==> config.mk <==
export PLATFORM = sky130hd
export DESIGN_NAME = mux_nto1_arb
export DESIGN_NICKNAME = d
export VERILOG_FILES = /design/src/rtl/mux_nto1_arb.sv
export SDC_FILE = /design/constraint.sdc
export NUM_CORES = 1
export LEC_CHECK = 0
export CORE_MARGIN = 2
export CORE_UTILIZATION = 43
export CTS_BUF_LIST = sky130_fd_sc_hd__clkbuf_2 sky130_fd_sc_hd__clkbuf_4 sky130_fd_sc_hd__clkbuf_8
export DETAILED_ROUTE_END_ITERATION = 7
export HOLD_SLACK_MARGIN = 0.03
export PLACE_DENSITY = 0.95
export SLEW_MARGIN = 20
export SYNTH_ARGS = -nofsm -noshare
export SYNTH_HDL_FRONTEND = slang
export SYNTH_SLANG_ARGS = --single-unit
export TNS_END_PERCENT = 100
==> constraint.sdc <==
create_clock -name clk -period 6.9 [get_ports clk]
set_input_delay 1.725 -clock clk [delete_from_list [all_inputs] [get_ports clk]]
set_output_delay 1.725 -clock clk [all_outputs]
set_load 0.03 [all_outputs]
==> src/rtl/mux_nto1_arb.sv <==
// mux_nto1_arb: N:1 stream multiplexer with one registered output slot.
// mode=0 selects channels round-robin; mode=1 passes the channel named by sel.
// Each transfer costs one cycle of latency, and the mux can move one word
// per cycle.
// Optional feature macro: MUX_NTO1_SEL_ERR_EN adds a sticky 'err' output.
// 'err' is set by any cycle that has mode=1 and sel>=N.
module mux_nto1_arb #(
   parameter  int N    = 4,
   parameter  int W    = 8,
   localparam int SELW = (N > 2) ? $clog2(N) : 1
) (
   input  logic              clk,
   input  logic              rst,
   input  logic              mode,
   input  logic [SELW-1:0]   sel,
   input  logic [N*W-1:0]    in_data,
   input  logic [N-1:0]      in_valid,
   output logic [N-1:0]      in_ready,
   output logic [W-1:0]      out_data,
   output logic [SELW-1:0]   out_chan,
   output logic              out_valid,
   input  logic              out_ready
`ifdef MUX_NTO1_SEL_ERR_EN
   ,
   output logic              err
`endif
);

   // Pad the channel space up to 2**SELW entries.
   // Any sel value then indexes safely, and the unused slots read as idle.
   localparam int SELN = 1 << SELW;

   logic [SELN-1:0] valid_pad;
   logic [W-1:0]    chan_data [SELN];

   logic            accept;
   logic            sel_ok;
   logic            fix_found;
   logic            rr_found;
   logic            grant_exists;
   logic            xfer;
   logic [SELW-1:0] rr_grant;
   logic [SELW-1:0] grant;
   int              idx;

   logic [W-1:0]    out_data_q,  out_data_d;
   logic [SELW-1:0] out_chan_q,  out_chan_d;
   logic            out_valid_q, out_valid_d;
   logic [SELW-1:0] rr_ptr_q,    rr_ptr_d;

   assign valid_pad = SELN'(in_valid);

   generate
      for (genvar gi = 0; gi < SELN; gi++) begin : g_chan
         if (gi < N) begin : g_real
            assign chan_data[gi] = in_data[gi*W +: W];
         end else begin : g_pad
            assign chan_data[gi] = '0;
         end
      end
   endgenerate

   // The output slot can take a word when it is empty or is being drained this cycle.
   assign accept    = ~out_valid_q | out_ready;
   assign sel_ok    = ({1'b0, sel} < (SELW+1)'(N));
   assign fix_found = sel_ok & valid_pad[sel];

   // Round-robin scan: the nearest valid channel at or after rr_ptr wins.
   // The loop runs from far to near, so the closest hit is written last.
   always_comb begin
      rr_found = 1'b0;
      rr_grant = '0;
      idx      = 0;
      for (int k = N-1; k >= 0; k--) begin
         idx = int'(rr_ptr_q) + k;
         if (idx >= N) begin
            idx = idx - N;
         end
         if (valid_pad[SELW'(idx)]) begin
            rr_found = 1'b1;
            rr_grant = SELW'(idx);
         end
      end
   end

   assign grant        = mode ? sel : rr_grant;
   assign grant_exists = mode ? fix_found : rr_found;
   assign xfer         = ~rst & accept & grant_exists;

   generate
      for (genvar gi = 0; gi < N; gi++) begin : g_ready
         assign in_ready[gi] = xfer & (grant == SELW'(gi));
      end
   endgenerate

   // Next state of the output slot and the round-robin pointer.
   // A stall holds every register.
   always_comb begin
      out_data_d  = out_data_q;
      out_chan_d  = out_chan_q;
      out_valid_d = out_valid_q;
      rr_ptr_d    = rr_ptr_q;
      if (xfer) begin
         out_data_d  = chan_data[grant];
         out_chan_d  = grant;
         out_valid_d = 1'b1;
         if (!mode) begin
            rr_ptr_d = (int'(grant) == N-1) ? '0 : grant + SELW'(1);
         end
      end else if (out_ready) begin
         out_valid_d = 1'b0;
      end
   end

   // Register update.
   // Reset empties the slot and restarts the round-robin scan at channel 0.
   always_ff @(posedge clk) begin
      if (rst) begin
         out_data_q  <= '0;
         out_chan_q  <= '0;
         out_valid_q <= 1'b0;
         rr_ptr_q    <= '0;
      end else begin
         out_data_q  <= out_data_d;
         out_chan_q  <= out_chan_d;
         out_valid_q <= out_valid_d;
         rr_ptr_q    <= rr_ptr_d;
      end
   end

   assign out_data  = out_data_q;
   assign out_chan  = out_chan_q;
   assign out_valid = out_valid_q;

`ifdef MUX_NTO1_SEL_ERR_EN
   logic err_q;

   // Sticky flag for fixed-select cycles whose sel is out of range.
   // Only reset clears it.
   always_ff @(posedge clk) begin
      if (rst) begin
         err_q <= 1'b0;
      end else if (mode && !sel_ok) begin
         err_q <= 1'b1;
      end
   end

   assign err = err_q;
`endif

endmodule

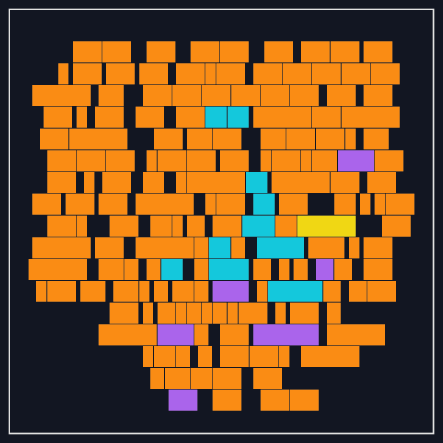
(cell sizes after repair)
Scale: 8 px per um.
Key: _2 cells = purple [cells 6]; _0 and _1 cells = orange [cells 152]; _6 and larger = yellow [cells 1]; _3 and _4 cells = cyan [cells 10]
Final WS setup: 0.885 ns
cell area after layout: 1600 sq um
synth-to-layout area growth: 56.1%
count of plain and timing-repair buffers: 58

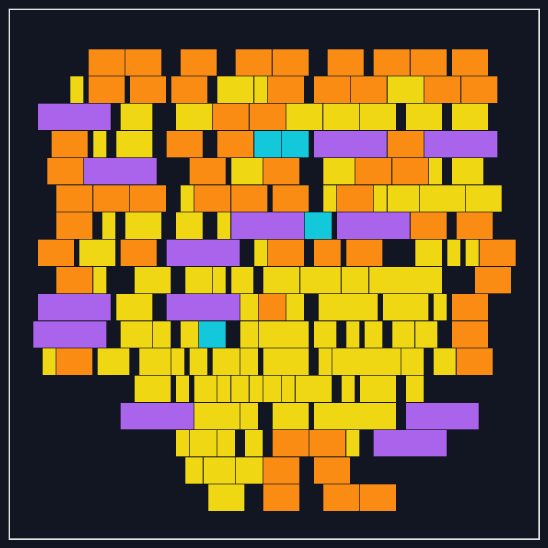
(placement by cell class)
Scale: 10 px per um.
Key: remaining buffers and delay cells = orange [cells 58, share of their area 37%]; sequential cells = purple [cells 13, share of their area 17%]; combinational and other logic = yellow [cells 94, share of their area 45%]; clock drivers and dummy loads = cyan [cells 4, share of their area 1.9%]
flop share of the area: 16.2%
core area: 2230 sq um
share of the core filled with cells: 71.7%
count of standard-cell rows: 17

==> notes.md <==
yosys + openroad results -> Post-layout nets=213, Sink Count=13, total wire length after detailed routing=3.30 mm, Resized Gates After CTS=0, Synth Area per Inst=8.84 sq um, final HPWL from detailed placement=2.56 mm, post-synthesis cell type with the largest combined area=sky130_fd_sc_hd__dfxtp_1, clock tree buffer depth=2, GPL Wtd Cong=0.781, combined area of the multi-input logic cells=686 sq um, Antenna Violating Nets Remaining=0, number of pins exceeding their max-slew limit in the final report=0, required time of the critical path=5.18 ns, root buffer cell=sky130_fd_sc_hd__clkbuf_4, result of the run=finished, final reports clean, flop and latch count out of synthesis=13, cell area after synthesis=1030 sq um, antenna violations before repair=0, GRT overflow=0, number of inserted diodes=0, top area contributor share=25.4%, placed instance count=193, worst endpoint data arrival time=4.29 ns, first-pass iteration count of the detailed router=4, peak supply drop=0.000159 V, CTS tree=yes, Final period util=87.2%, post-synthesis net count=159, crit path capture type=output pin, Commonest Layout Cell=sky130_fd_sc_hd__clkdlybuf4s50_1, CP max FO=18, startpoint types=input port, max-cap check violation count=0, dominant logic cell types in the final layout=sky130_fd_sc_hd__clkdlybuf4s50_1 (56), sky130_fd_sc_hd__mux2i_1 (19), sky130_fd_sc_hd__nand2_1 (14), sky130_fd_sc_hd__dfxtp_1 (13), num ports=57, minimum setup slack after placement=0.945 ns, yosys cell count=116, Worst Skew=0.00714 ns, top cell type by instance count after synthesis=sky130_fd_sc_hd__mux2i_1, Worst Max-Slew Pin Slew=0.461 ns, wire length per cell after detailed routing=16.8 um, overall fraction of global-route tracks in use=24.9%, Post-synth seq share=25.4%, async set-or-reset flop fraction in the synthesized netlist=0%, drt via density=5.69, largest cells by area after synthesis=sky130_fd_sc_hd__dfxtp_1 (25%), sky130_fd_sc_hd__mux2i_1 (19%), sky130_fd_sc_hd__o221ai_1 (6.8%), sky130_fd_sc_hd__nand2_1 (5.1%), sky130_fd_sc_hd__a21oi_1 (3.9%), vias in the first global route=1052, Tightest Hold Check Type=reg2reg, detailed-route DRC error count=0, cts bufs inserted=3, normalized max-slew margin=68.9%, final tally of setup violations=0, global-route wire length before repair=4.95 mm, setup repair bufs after CTS=0, Leakage Power=0.653 nW, Max Freq=166 MHz, CTS H-tree depth=1, chip area=2790 sq um
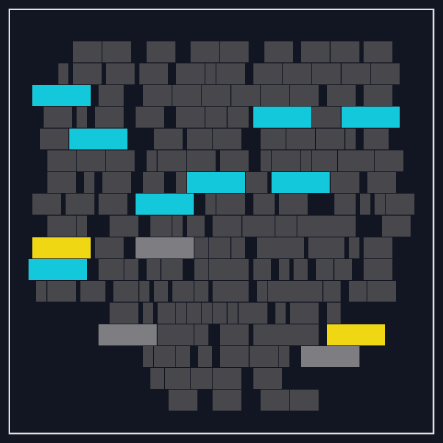
(sequential cells grouped by signal name)
Scale: 8 px per um. Other sequential cells in the stronger grey, the rest of the logic in the fainter grey.
Key: out_data = cyan [sequential cells 8]; out_chan = yellow [sequential cells 2]
Another 3 sequential cells are not coloured.
area of all sequential standard cells: 260 sq um
Power Sequential: 0.0000915 W

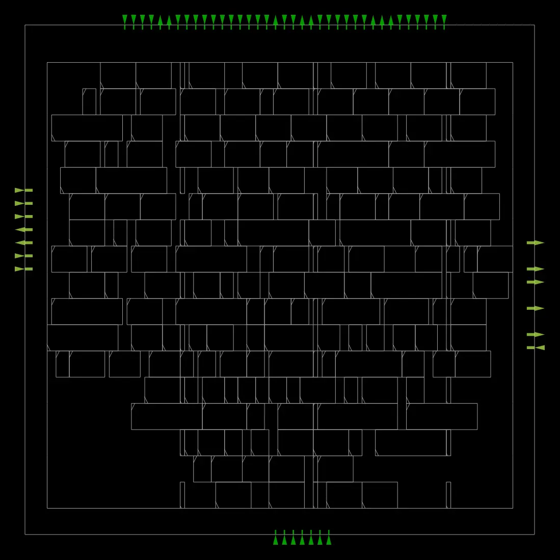
(placed standard cells)
count of sequential standard cells: 13
tapcell count: 28
fillcell total: 182
post-route non-filler standard cell count: 197

==> state kept, by name (all words and copies together), names as in the netlist <==
name / flops
out_chan: 2
out_data: 8
rr_ptr_q: 2
out_valid: 1
==> per-layer routing <==
metal	global-route usage [%]	share of wire [%]	vias up
met2	46.5	56	40
met1	27.3	37	536
met3	4.86	4.0	13
li1	-	-	531
met4	9.40	2.6	0
met5	0	0	-
==> worst max-delay path, stage by stage <==
cell                              delay (ns)
sky130_fd_sc_hd__clkdlybuf4s50_1        0.66
sky130_fd_sc_hd__inv_1                  0.14
sky130_fd_sc_hd__o21ai_1                0.17
sky130_fd_sc_hd__a21oi_1                0.10
sky130_fd_sc_hd__o22ai_2                0.13
sky130_fd_sc_hd__buf_4                  0.31
sky130_fd_sc_hd__inv_1                  0.14
sky130_fd_sc_hd__ha_1                   0.21
sky130_fd_sc_hd__and2_1                 0.13
sky130_fd_sc_hd__clkdlybuf4s50_1        0.58
==> logic make-up (layout without fill, tap and decap cells) <==
family,count (synthesis),in the layout,synth area share [%]
AND/OR/NAND/NOR,40,40,23.9
AND-OR/OR-AND,29,29,20.4
adder cells (fa/ha/maj),1,1,1.22
multiplexers,20,20,20.7
buffers and inverters,13,66,8.41
flip-flops,13,13,25.4
==> metrics by stage <==
step	area [sq um]	utilization, %	hold WS [ns]	total power, W
2_1_floorplan	1030	-	0.566	0.000162
3_5_place_dp	1570	70.4	0.451	0.000214
4_1_cts	1600	71.7	0.475	0.000268
6_report	1600	71.7	0.472	0.000268
3_3_place_gp	1570	70.4	0.433	0.000208
5_1_grt	1600	71.7	0.493	0.000280
==> area by class of cell <==
class	instances	area share [%]
repair buffers	58	35.9
inverters	4	0.937
well taps	28	2.19
flip-flops and latches	13	16.2
clock buffers	4	1.87
multi-input cells	90	42.8
==> path summary, 6_finish.rpt <==
path	from	end	slack (ns)	cells past startpoint
setup / recovery	in_valid[0]	in_ready[1]	0.88	10
hold / removal	out_chan[1]	out_chan[1]	0.47	2
setup reg to reg	rr_ptr_q[1]	rr_ptr_q[1]	4.89	8
hold reg to reg	out_chan[1]	out_chan[1]	0.47	2
==> where the power goes <==
| part | internal [W] | switching, W | total (W) |
|---|---|---|---|
| Sequential | 0.0000847 | 0.00000675 | 0.0000915 |
| Clock | 0.0000264 | 0.0000282 | 0.0000546 |
| Combinational | 0.0000608 | 0.0000610 | 0.000122 |
Power is estimated from default activity; no workload was simulated.
